Fig. 1: run 1, clock routing
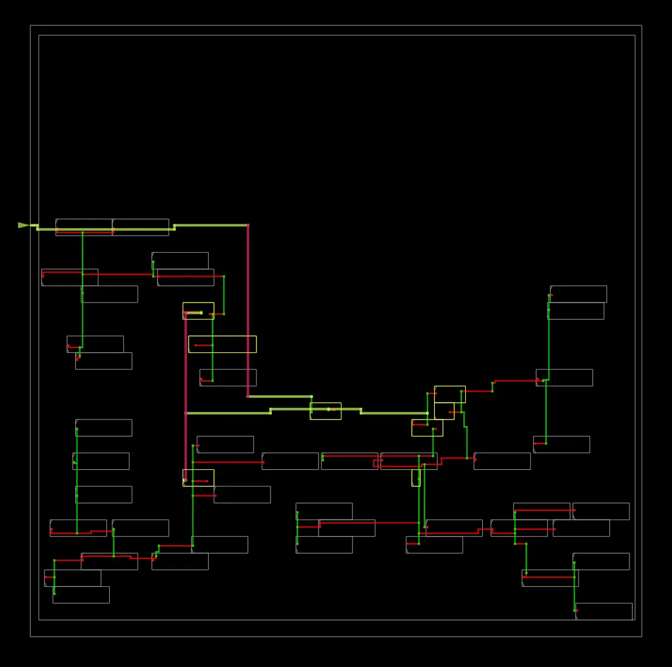
Fig. 2: run 1, clock network drawn from the DEF
The bar under the picture is 20 um long.
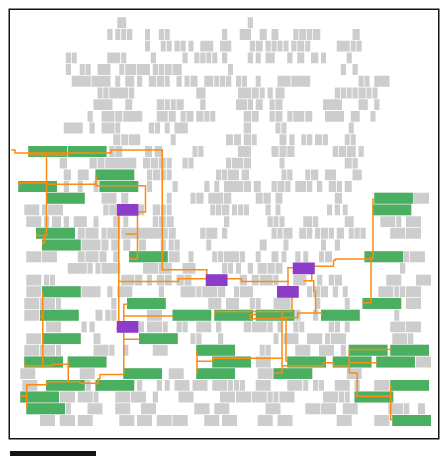
Fig. 3: run 1, cells colored by class
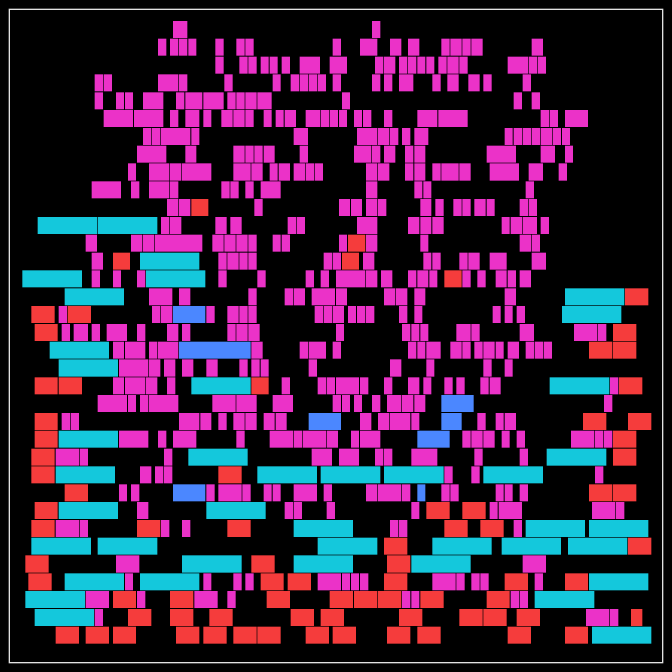
Fig. 4: run 1, sequential cells colored by netlist name
Other sequential cells in the stronger gray, the rest of the logic in the fainter gray.
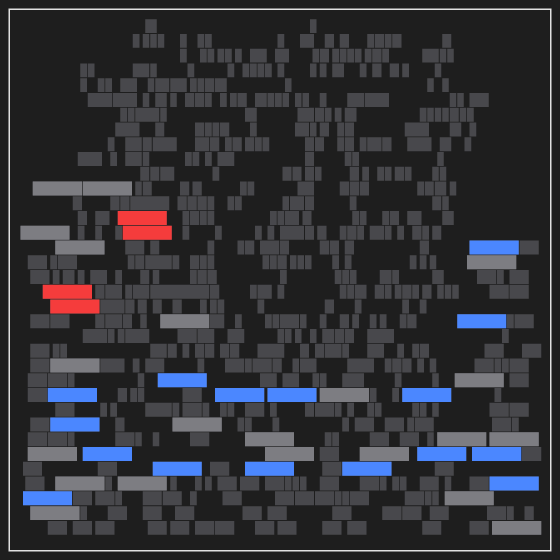
## src/rtl/prio_pkg.sv

```systemverilog
// Shared types and helpers for the priority interrupt controller.
package prio_pkg;

  localparam int unsigned N_MAX = 64;

  // Arbitration mode, mirrors the RR_EN input level.
  typedef enum logic {
    PRIO_FIXED = 1'b0,
    PRIO_RR    = 1'b1
  } prio_mode_e;

  // Index width for an n-line vector; never narrower than one bit.
  function automatic int unsigned idx_w(input int unsigned n);
    return (n <= 1) ? 1 : $clog2(n);
  endfunction

endpackage

```

## src/rtl/prio_irq_ctrl_if.sv

```systemverilog
// Request/claim bus between peripheral lines, CPU claim logic and the controller.
interface prio_irq_ctrl_if #(
  parameter int unsigned N = 16
);
  import prio_pkg::*;

  localparam int unsigned W = idx_w(N);

  logic [N-1:0] A;
  logic [N-1:0] EDGE_SEL;
  logic [N-1:0] MASK;
  logic         RR_EN;
  logic         ACK;
  logic         V;
  logic [W-1:0] Q;
  logic [N-1:0] PEND;

  // Requester / CPU side
  modport master (
    output A, EDGE_SEL, MASK, RR_EN, ACK,
    input  V, Q, PEND
  );

  // Controller side
  modport slave (
    input  A, EDGE_SEL, MASK, RR_EN, ACK,
    output V, Q, PEND
  );

endinterface

```

## src/rtl/prio_enc_n.sv

```systemverilog
// Combinational N-input priority encoder: highest-index or round-robin from a pointer.
module prio_enc_n
  import prio_pkg::*;
#(
  parameter int unsigned N = 16
) (
  input  logic [N-1:0]          i_c,
  input  logic [idx_w(N)-1:0]   i_ptr,
  input  logic                  i_rr,
  output logic                  o_any_c,
  output logic [idx_w(N)-1:0]   o_idx_c
);

  localparam int unsigned W = idx_w(N);

  logic [N-1:0] w_rot;
  logic [W-1:0] w_hi_idx;
  logic [W-1:0] w_rot_sel;
  logic [W-1:0] w_rr_idx;

  // Rotate candidates so rotated bit 0 is the line at the pointer
  always_comb begin
    w_rot = '0;
    for (int j = 0; j < int'(N); j++) begin
      w_rot[j] = i_c[W'((32'(i_ptr) + 32'(j)) % N)];
    end
  end

  // Fixed priority: highest set index wins
  always_comb begin
    w_hi_idx = '0;
    for (int j = 0; j < int'(N); j++) begin
      if (i_c[j]) w_hi_idx = W'(j);
    end
  end

  // Round-robin: lowest set position in the rotated vector
  always_comb begin
    w_rot_sel = '0;
    for (int j = int'(N) - 1; j >= 0; j--) begin
      if (w_rot[j]) w_rot_sel = W'(j);
    end
  end

  // Undo the rotation modulo N (N need not be a power of two)
  assign w_rr_idx = W'((32'(i_ptr) + 32'(w_rot_sel)) % N);

  assign o_any_c = |i_c;
  assign o_idx_c = i_rr ? w_rr_idx : w_hi_idx;

endmodule

```

## src/rtl/prio_irq_ctrl.sv

```systemverilog
// N-line interrupt controller: pending capture, masking, arbitration and claim handshake.
module prio_irq_ctrl
  import prio_pkg::*;
#(
  parameter int unsigned N = 16
) (
  input  logic            CLK,
  input  logic            RST_N,
  prio_irq_ctrl_if.slave  bus
);

  localparam int unsigned W = idx_w(N);

  logic [N-1:0] r_pend;
  logic [N-1:0] r_prev;
  logic         r_v;
  logic [W-1:0] r_q;
  logic [W-1:0] r_ptr;

  logic [N-1:0] w_cand;
  logic [N-1:0] w_pend_nxt;
  logic         w_ack;
  logic         w_any;
  logic [W-1:0] w_idx;
  logic         w_v_nxt;
  logic [W-1:0] w_q_nxt;
  logic [W-1:0] w_ptr_nxt;
  prio_mode_e   w_mode;

  assign w_mode = prio_mode_e'(bus.RR_EN);
  // A claim only counts while an index is actually presented
  assign w_ack  = bus.ACK & r_v;

  // Candidate set: unmasked pending lines, minus the line being claimed now
  always_comb begin
    w_cand = r_pend & ~bus.MASK;
    if (w_ack) w_cand[r_q] = 1'b0;
  end

  prio_enc_n #(
    .N (N)
  ) u_enc (
    .i_c     (w_cand),
    .i_ptr   (r_ptr),
    .i_rr    (w_mode == PRIO_RR),
    .o_any_c (w_any),
    .o_idx_c (w_idx)
  );

  // Pending next-state: edge lines set on rising edge (set beats claim), level lines follow A
  always_comb begin
    w_pend_nxt = r_pend;
    for (int i = 0; i < int'(N); i++) begin
      if (bus.EDGE_SEL[i]) begin
        w_pend_nxt[i] = (bus.A[i] & ~r_prev[i]) |
                        (r_pend[i] & ~(w_ack && (r_q == W'(i))));
      end else begin
        w_pend_nxt[i] = bus.A[i];
      end
    end
  end

  // Output/pointer next-state: hold a presented index until it is claimed
  always_comb begin
    w_v_nxt   = r_v;
    w_q_nxt   = r_q;
    w_ptr_nxt = r_ptr;
    if (!(r_v && !bus.ACK)) begin
      w_v_nxt = w_any;
      w_q_nxt = w_any ? w_idx : '0;
    end
    if (w_ack && (w_mode == PRIO_RR)) begin
      w_ptr_nxt = (32'(r_q) == (N - 1)) ? '0 : r_q + W'(1);
    end
  end

  // State registers
  always_ff @(posedge CLK or negedge RST_N) begin
    if (!RST_N) begin
      r_pend <= '0;
      r_prev <= '0;
      r_v    <= 1'b0;
      r_q    <= '0;
      r_ptr  <= '0;
    end else begin
      r_pend <= w_pend_nxt;
      r_prev <= bus.A;
      r_v    <= w_v_nxt;
      r_q    <= w_q_nxt;
      r_ptr  <= w_ptr_nxt;
    end
  end

  assign bus.V    = r_v;
  assign bus.Q    = r_q;
  assign bus.PEND = r_pend;

endmodule

```

## src/flat_wrapper.sv

```systemverilog
// flat-port wrapper written by rule: the top's interface ports become plain ports
module prio_irq_ctrl_flat import prio_pkg::*;
#(
  parameter int unsigned N = 16
)
  (CLK, RST_N, bus_A, bus_EDGE_SEL, bus_MASK, bus_RR_EN, bus_ACK, bus_V, bus_Q, bus_PEND);
  prio_irq_ctrl_if #(.N(N)) bus_i ();
  input  logic CLK;
  input  logic RST_N;
  input wire logic [$bits(bus_i.A)-1:0] bus_A;
  input wire logic [$bits(bus_i.EDGE_SEL)-1:0] bus_EDGE_SEL;
  input wire logic [$bits(bus_i.MASK)-1:0] bus_MASK;
  input wire logic [$bits(bus_i.RR_EN)-1:0] bus_RR_EN;
  input wire logic [$bits(bus_i.ACK)-1:0] bus_ACK;
  output wire logic [$bits(bus_i.V)-1:0] bus_V;
  output wire logic [$bits(bus_i.Q)-1:0] bus_Q;
  output wire logic [$bits(bus_i.PEND)-1:0] bus_PEND;
  assign bus_i.A = bus_A;
  assign bus_i.EDGE_SEL = bus_EDGE_SEL;
  assign bus_i.MASK = bus_MASK;
  assign bus_i.RR_EN = bus_RR_EN;
  assign bus_i.ACK = bus_ACK;
  assign bus_V = bus_i.V;
  assign bus_Q = bus_i.Q;
  assign bus_PEND = bus_i.PEND;
  prio_irq_ctrl #(.N(N)) u_core (.CLK(CLK), .RST_N(RST_N), .bus(bus_i));
endmodule
```

## config.mk

```make
export PLATFORM = sky130hd
export DESIGN_NAME = prio_irq_ctrl_flat
export DESIGN_NICKNAME = d
export VERILOG_FILES = /design/src/rtl/prio_pkg.sv /design/src/rtl/prio_irq_ctrl_if.sv /design/src/rtl/prio_enc_n.sv /design/src/rtl/prio_irq_ctrl.sv /design/src/flat_wrapper.sv
export SDC_FILE = /design/constraint.sdc
export NUM_CORES = 1
export LEC_CHECK = 0
export ABC_AREA = 1
export CELL_PAD_IN_SITES_DETAIL_PLACEMENT = 0
export CELL_PAD_IN_SITES_GLOBAL_PLACEMENT = 1
export CORE_UTILIZATION = 36
export DETAILED_ROUTE_END_ITERATION = 8
export PLACE_DENSITY_LB_ADDON = 0.2
export SLEW_MARGIN = 5
export SYNTH_ARGS = -nofsm -noshare
export SYNTH_HDL_FRONTEND = slang
export SYNTH_SLANG_ARGS = --single-unit
```

## constraint.sdc

```tcl
create_clock -name CLK -period 4.7 [get_ports CLK]
set_input_delay 0.47 -clock CLK [delete_from_list [all_inputs] [get_ports CLK]]
set_output_delay 0.47 -clock CLK [all_outputs]
set_load 0.01 [all_outputs]
```

==> flow_summary.yaml, run 1 <==
# synthesis and place-and-route metrics
critical_path:
  crit_family: "AND-OR/OR-AND gates"
  cp-end-kind: "flip-flop"
  worstPathCellList: "clkdlybuf4s50_1 > nand2_2 > o21ai_1 > nand2_1 > nand3_1 > nand2_1 > nand2_1 > nand2_1 > o21ai_0 > nand2_1 > nand2_1 > nand2_1 > nand2_1 > nand2_1 > nand2_1 > nand2_1 > nand2_1 > a21oi_2 > ha_1 > fa_1 > xnor2_1 > a221o_1 > o21ai_0"
  crit_fanout: 24
  crit_arrival_ps: 4300
  max_stage_delay_ps: 490
  critPathKind: "input port to flip-flop"
  slowest_stage: "clkdlybuf4s50_1"
  path_buffers: 1
  cpMostUsedCell: "nand2_1"
logic_synthesis:
  syn_area_per_cell_um2: 6.71
  synthCells: 510
  netlist_area_mm2: 0.00342
  synthXorXnorAreaFrac_pct: 2.30
  synthMuxAreaShare_pct: 0
  yosysWarningCount: 0
  common_cells: "168 x nand2_1, 73 x nand3_1, 52 x inv_1"
  postSynthSeqShare_pct: 30.0
  dominantRegCellSynth: "dfrtp_1"
  yosys_register_bits: 41
  synth_cell_type_count: 35
  ys_area_mm2: 0.00342
  area_leaders: "dfrtp_1 30%, nand2_1 18%, nand3_1 11%"
  edf_count: 0
  synth_stat.cells: 510
  simple_gate_share_pct: 37.8
  async_flop_share_pct: 100
  yosys.area_share.aoi_pct: 15.5
  top_cell_area_share_pct: 30.0
  top_cell: "nand2_1"
  syn_nets: 577
  top_area_cell: "dfrtp_1"
cells_and_area:
  clkCellAreaFrac_pct: 2.54
  nNetsFinal: 650
  fin_area_mm2: 0.00438
  comb_cells: 398
  sh_seq_area_pct: 23.4
  stdcell_count: 713
  final_cell_mix: "168 x nand2_1, 73 x nand3_1, 71 x clkdlybuf4s50_1"
  inv_count: 59
  signal_buffers: 78
  logic_area_mm2: 0.00210
  drive_above_1_share_pct: 7.36
  lay_top_count: "nand2_1"
  clkbuf_count: 6
  regArea_mm2: 0.00103
  diodes: 0
global_routing:
  antenna_found_initial: 0
  grt.total_usage_pct: 22.7
  met3_usage_pct: 3.09
  grt.busiest_layer: "met2"
  grt_max_degree: 42
  use_met1_pct: 31.8
  grt_pass1_wl_um: 17700
  met2_usage_pct: 38.0
  gr-total-overflow: 0
worst_hold_path:
  hold_path.class: "input port to asynchronous set/reset pin"
pwr:
  power.total_mw: 3.14
  internal_power_mw: 1.43
  vdd_drop_max_uv: 314
  seqPwrFrac_pct: 16.9
  leakage_nw: 2.11
  clockPowerShare_pct: 9.1
  p_per_area_mw_per_mm2: 717
  p_sw_mw: 1.71
  switching_share_pct: 54.5
drt:
  drc: 0
  topRoutingLayerUsed: "met4"
  vias: 3594
  route.met3.wl_um: 439
  wl_met2_um: 4730
  final_antenna_net_count: 0
  post_drt_wl_per_cell_um: 14.4
  dr.pass1.iters: 5
  routed_wirelength_um: 10200
  m1WireLength_um: 5020
final_timing:
  slew_violations: 0
  setup_viol: 0
  fin_crit_sh_pct: 87.1
  hold_violations: 0
  worst_slew_pin_slew_ps: 888
  fmax_mhz: 244
  post-route-min-period_ps: 4090
  finalClockSkew_ps: 10.6
die:
  core_area_mm2: 0.00924
  die_w_um: 99.5
  tapCellCount: 129
  placementRows: 35
place:
  dp.cells: 705
  hpwl_um: 8430
  place_ws_ps: 292
  post_dp_cell_area_mm2: 0.00427
  port_buffers: 72
job:
  tool_warnings: 34
  maxCapViolations: 0
clock_network:
  postCtsSetupRepairBufs: 0
  root_buffer: "clkbuf_8"
  insertion_delay_ps: 300
  cts_resized: 0
  hold_buffers: 0
run_status:
  status: "finished, final reports clean"
-- Fig. 1 (at the start) --
clock buffer count from CTS: 5
Clock group: 287 uW

-- Fig. 2 (at the start) --
orange -> clock wires  # length 569 um
green -> flip-flops  # count 41
purple -> clock-net drivers  # count 5
routed clock nets = 6

-- Fig. 3 (at the start) --
magenta -> remaining logic cells  # cells 457, share of their area 55%
cyan -> registers  # cells 41, share of their area 24%
red -> remaining buffers and delay cells  # cells 78, share of their area 18%
blue -> clock drivers and dummy loads  # cells 8, share of their area 2.6%

-- Fig. 4 (at the start) --
red -> u_core.bus.Q  # placed flops 4, where middle left
blue -> u_core.bus.PEND  # placed flops 16
not colored = 21

run 1: final timing paths:
kind	slack [ps]	depth (start not counted)	end	startpoint
worst max-delay path	610	23	u_core.bus.Q[2]$_DFFE_PN0N_	bus_ACK
worst max register to register	700	26	u_core.bus.Q[2]$_DFFE_PN0N_	u_core.bus.Q[0]$_DFFE_PN0N_
worst min register to register	550	2	u_core.bus.PEND[5]$_DFF_PN0_	u_core.r_prev[5]$_DFF_PN0_
min in group CLK	550	2	u_core.bus.PEND[5]$_DFF_PN0_	u_core.r_prev[5]$_DFF_PN0_
max in group asynchronous	3850	1	u_core.bus.Q[3]$_DFFE_PN0N_	RST_N
worst min-delay path	280	1	u_core.r_prev[2]$_DFF_PN0_	RST_N
run 1: flip-flops by register name, summed over array words and instances, names as in the netlist:
signal and count:
u_core.r_ptr 4, u_core.bus.Q 4, u_core.bus.PEND 16, u_core.r_prev 16, u_core.bus.V 1
run 1: worst reg2reg max path: cells and delay by family, from the launching register on:
family,cells,cell delay (ps)
compound gates,6,1050
buf+inv,2,230
fa+ha+maj,3,960
xor+xnor,1,150
flops,1,430
simple gates,14,1070
run 1: through the flow:
step / util (%) / hold slack (ps)
after floorplan: - / 174
after CTS: 47.4 / 330
after global placement: 46.2 / 531
final: 47.4 / 281
after global routing: 47.4 / 363
after detailed placement: 46.2 / 538
run 1: power by group through the flow:
stage               registers (mW)  clock network, mW  logic (mW)
global placement             0.535                  0        2.31
detailed placement           0.536                  0        2.32
global route                 0.544              0.311        2.69
CTS                          0.529              0.293        2.33
floorplan                    0.485                  0        1.75
finish                       0.530              0.287        2.33
==> run 1 -> run 2 <==
- GPL_ROUTABILITY_DRIVEN: not set -> 0
Fig. 5: run 2, cells colored by class
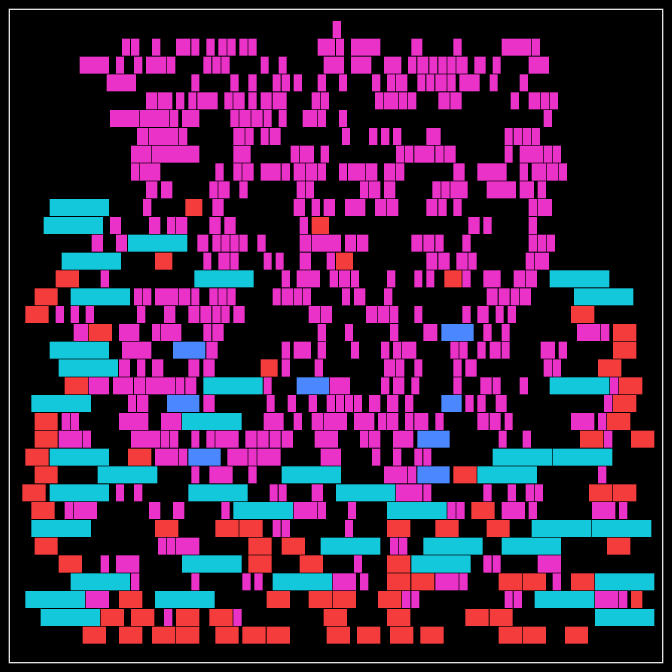
blue -> clock drivers and dummy loads  # cells 8, share of their area 2.5%
cyan -> registers  # cells 41, share of their area 24%
magenta -> remaining logic cells  # cells 457, share of their area 55%
red -> remaining buffers and delay cells  # cells 78, share of their area 18%

Fig. 6: run 2, clock routing
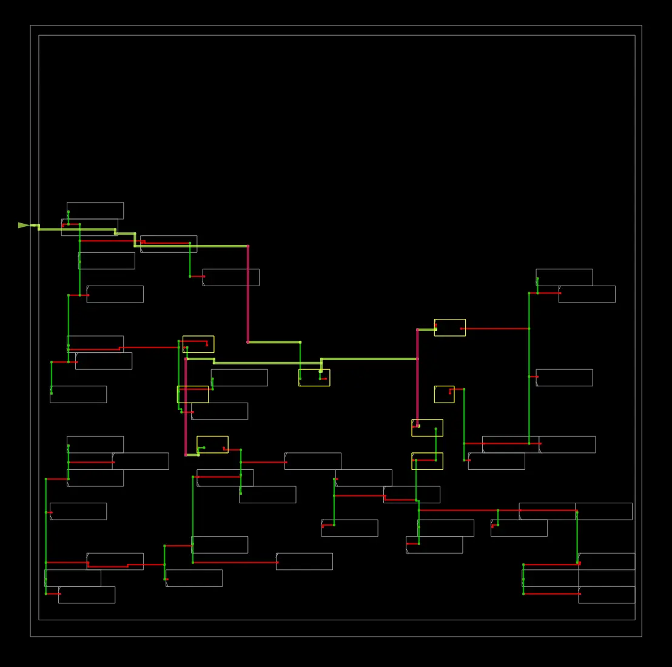
clk_lat worst skew: 300 ps
Clock group: 264 uW
final-layout clock buffer total: 7
flop count: 41
worst-case clock skew: 10.9 ps

==> flow_summary.yaml, run 2 <==
# synthesis and place-and-route metrics
run_status:
  status: "finished, final reports clean"
critical_path:
  cpMostUsedCell: "nand2_1"
  r2r_cells: 24
  cp-end-kind: "flip-flop"
  crit_arrival_ps: 4300
  max_stage_delay_ps: 490
  slowest_stage: "clkdlybuf4s50_1"
  worstPathCellList: "clkdlybuf4s50_1 > nand2_2 > o21ai_1 > nand2_1 > nand3_1 > nand2_1 > nand2_1 > nand2_1 > o21ai_0 > nand2_1 > nand2_1 > nand2_1 > nand2_1 > nand2_1 > nand2_1 > nand2_1 > nand2_1 > a21oi_2 > ha_1 > fa_1 > xnor2_1 > a221o_1 > o21ai_0"
  cp.required_ps: 4920
  critPathKind: "input port to flip-flop"
  crit_fanout: 24
  start_kind: "input port"
  reg2reg_slack_ps: 680
final_timing:
  setup_viol: 0
  worst_slew_pin_slew_ps: 906
  setup_ws_ps: 615
  slew_violations: 0
  hold_violations: 0
  fin_crit_sh_pct: 86.9
  fmax_mhz: 245
  fin_hold_ws_ps: 291
  post-route-min-period_ps: 4090
global_routing:
  grt_pass1_vias: 3570
  use_met1_pct: 30.8
  grt_max_degree: 42
  antenna_found_initial: 0
  met3_usage_pct: 4.29
  grt_pass1_wl_um: 17700
  gr-total-overflow: 0
  grt.total_usage_pct: 22.8
  grt.busiest_layer: "met2"
  met2_usage_pct: 38.4
clock_network:
  cts_tree: "done"
  cts_max_level: 2
  hold_buffers: 0
  root_buffer: "clkbuf_8"
  clock-sinks: 41
  numCtsBuffers: 5
  cts_resized: 0
  clk_pin_slew_ps: 80
  postCtsSetupRepairBufs: 0
cells_and_area:
  stdcell_count: 713
  nNetsFinal: 650
  logic_area_mm2: 0.00210
  lay_top_count: "nand2_1"
  diodes: 0
  fin_area_mm2: 0.00437
  drive_above_1_share_pct: 7.53
  regArea_mm2: 0.00103
  final_cell_mix: "168 x nand2_1, 73 x nand3_1, 71 x clkdlybuf4s50_1"
pwr:
  p_sw_mw: 1.74
  p_seq_uw: 530
  vdd_drop_max_uv: 310
  switching_share_pct: 55.2
  leakage_nw: 2.11
  seqPwrFrac_pct: 16.9
  internal_power_mw: 1.41
  p_per_area_mw_per_mm2: 719
  clockPowerShare_pct: 8.4
  power.largest_group: "combinational logic"
  comb_power_mw: 2.35
drt:
  post_drt_wl_per_cell_um: 14.7
  dr.pass1.iters: 5
  topRoutingLayerUsed: "met4"
  m1WireLength_um: 5060
  wl_met2_um: 4800
  routed_wirelength_um: 10500
  drc: 0
  final_antenna_net_count: 0
  vias: 3579
  route.met3.wl_um: 530
  drt-initial-drc-count: 199
place:
  port_buffers: 72
  place_ws_ps: 321
  hpwl_um: 8480
  dp.cells: 705
  post_dp_cell_area_mm2: 0.00427
logic_synthesis:
  syn_area_per_cell_um2: 6.71
  async_flop_share_pct: 100
  top_area_cell: "dfrtp_1"
  ys_area_mm2: 0.00342
  netlist_area_mm2: 0.00342
  area_leaders: "dfrtp_1 30%, nand2_1 18%, nand3_1 11%"
  top_cell: "nand2_1"
  edf_count: 0
  yosys_register_bits: 41
  dominantRegCellSynth: "dfrtp_1"
  syn_nets: 577
  top_cell_area_share_pct: 30.0
  postSynthSeqShare_pct: 30.0
  synthCells: 510
  synth_cell_type_count: 35
  common_cells: "168 x nand2_1, 73 x nand3_1, 52 x inv_1"
  yosysWarningCount: 0
  synth_stat.cells: 510
die:
  core_area_mm2: 0.00924
  die_area_mm2: 0.00991
  placementRows: 35
  die_h_um: 99.5
  die_w_um: 99.5
job:
  tool_warnings: 34
  maxCapViolations: 0
worst_hold_path:
  hold_path.class: "input port to asynchronous set/reset pin"
Fig. 7: run 2, sequential cells colored by netlist name
Other sequential cells in the stronger gray, the rest of the logic in the fainter gray.
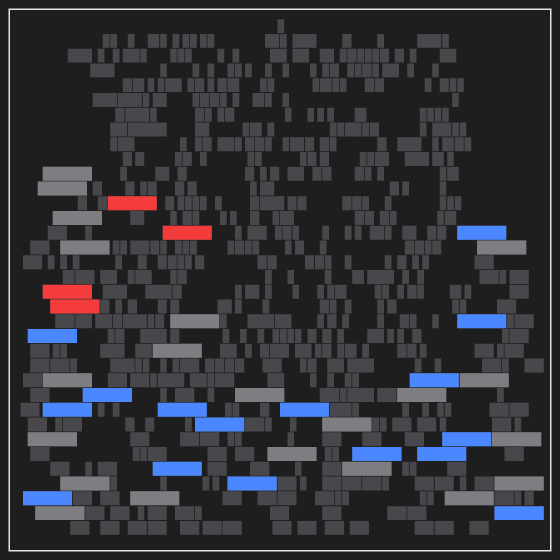
blue -> u_core.bus.PEND  # placed flops 16
red -> u_core.bus.Q  # placed flops 4, where middle left
not colored = 21

## run 2: cell counts after synthesis
No cell type changed its count.
## run 2: logic make-up after synthesis
family | count (synthesis) | synth area share (%)
compound gates | 74 | 15.5
xor+xnor | 9 | 2.30
flops | 41 | 30.0
buf+inv | 71 | 8.73
fa+ha+maj | 15 | 5.70
simple gates | 300 | 37.8
## run 2: metrics by stage
step | total power [mW] | util [%]
3_5_place_dp | 2.87 | 46.2
4_1_cts | 3.14 | 47.3
3_3_place_gp | 2.85 | 46.2
2_1_floorplan | 2.24 | -
5_1_grt | 3.51 | 47.3
6_report | 3.14 | 47.3
## run 2: layout make-up
class / count / share of cell area [%]
clock buffer: 7 / 2.20
clock inverter: 1 / 0.200
inverter: 59 / 5.06
sequential: 41 / 23.5
multi-input combinational: 398 / 48.0
timing repair buffer: 78 / 17.4
tap: 129 / 3.69
## run 2: worst paths after layout
check | startpoint | to
max reg2reg | u_core.bus.Q[2]$_DFFE_PN0N_ | u_core.bus.Q[2]$_DFFE_PN0N_
min in group CLK | u_core.r_prev[2]$_DFF_PN0_ | u_core.bus.PEND[2]$_DFF_PN0_
max | bus_ACK | u_core.bus.Q[2]$_DFFE_PN0N_
min reg2reg | u_core.r_prev[2]$_DFF_PN0_ | u_core.bus.PEND[2]$_DFF_PN0_
min | RST_N | u_core.bus.PEND[2]$_DFF_PN0_
max in group asynchronous | RST_N | u_core.bus.Q[0]$_DFFE_PN0N_
## run 2: worst max-delay path: cells and delay by family
kind                       cells  cell delay (ps)
AOI/OAI and AO/OA              5             1280
and+or+nand+nor               14             1260
adders and majority gates      2              640
buffers and inverters          1              490
xor gates and xnor gates       1              150
Power and IR drop assume default switching activity.
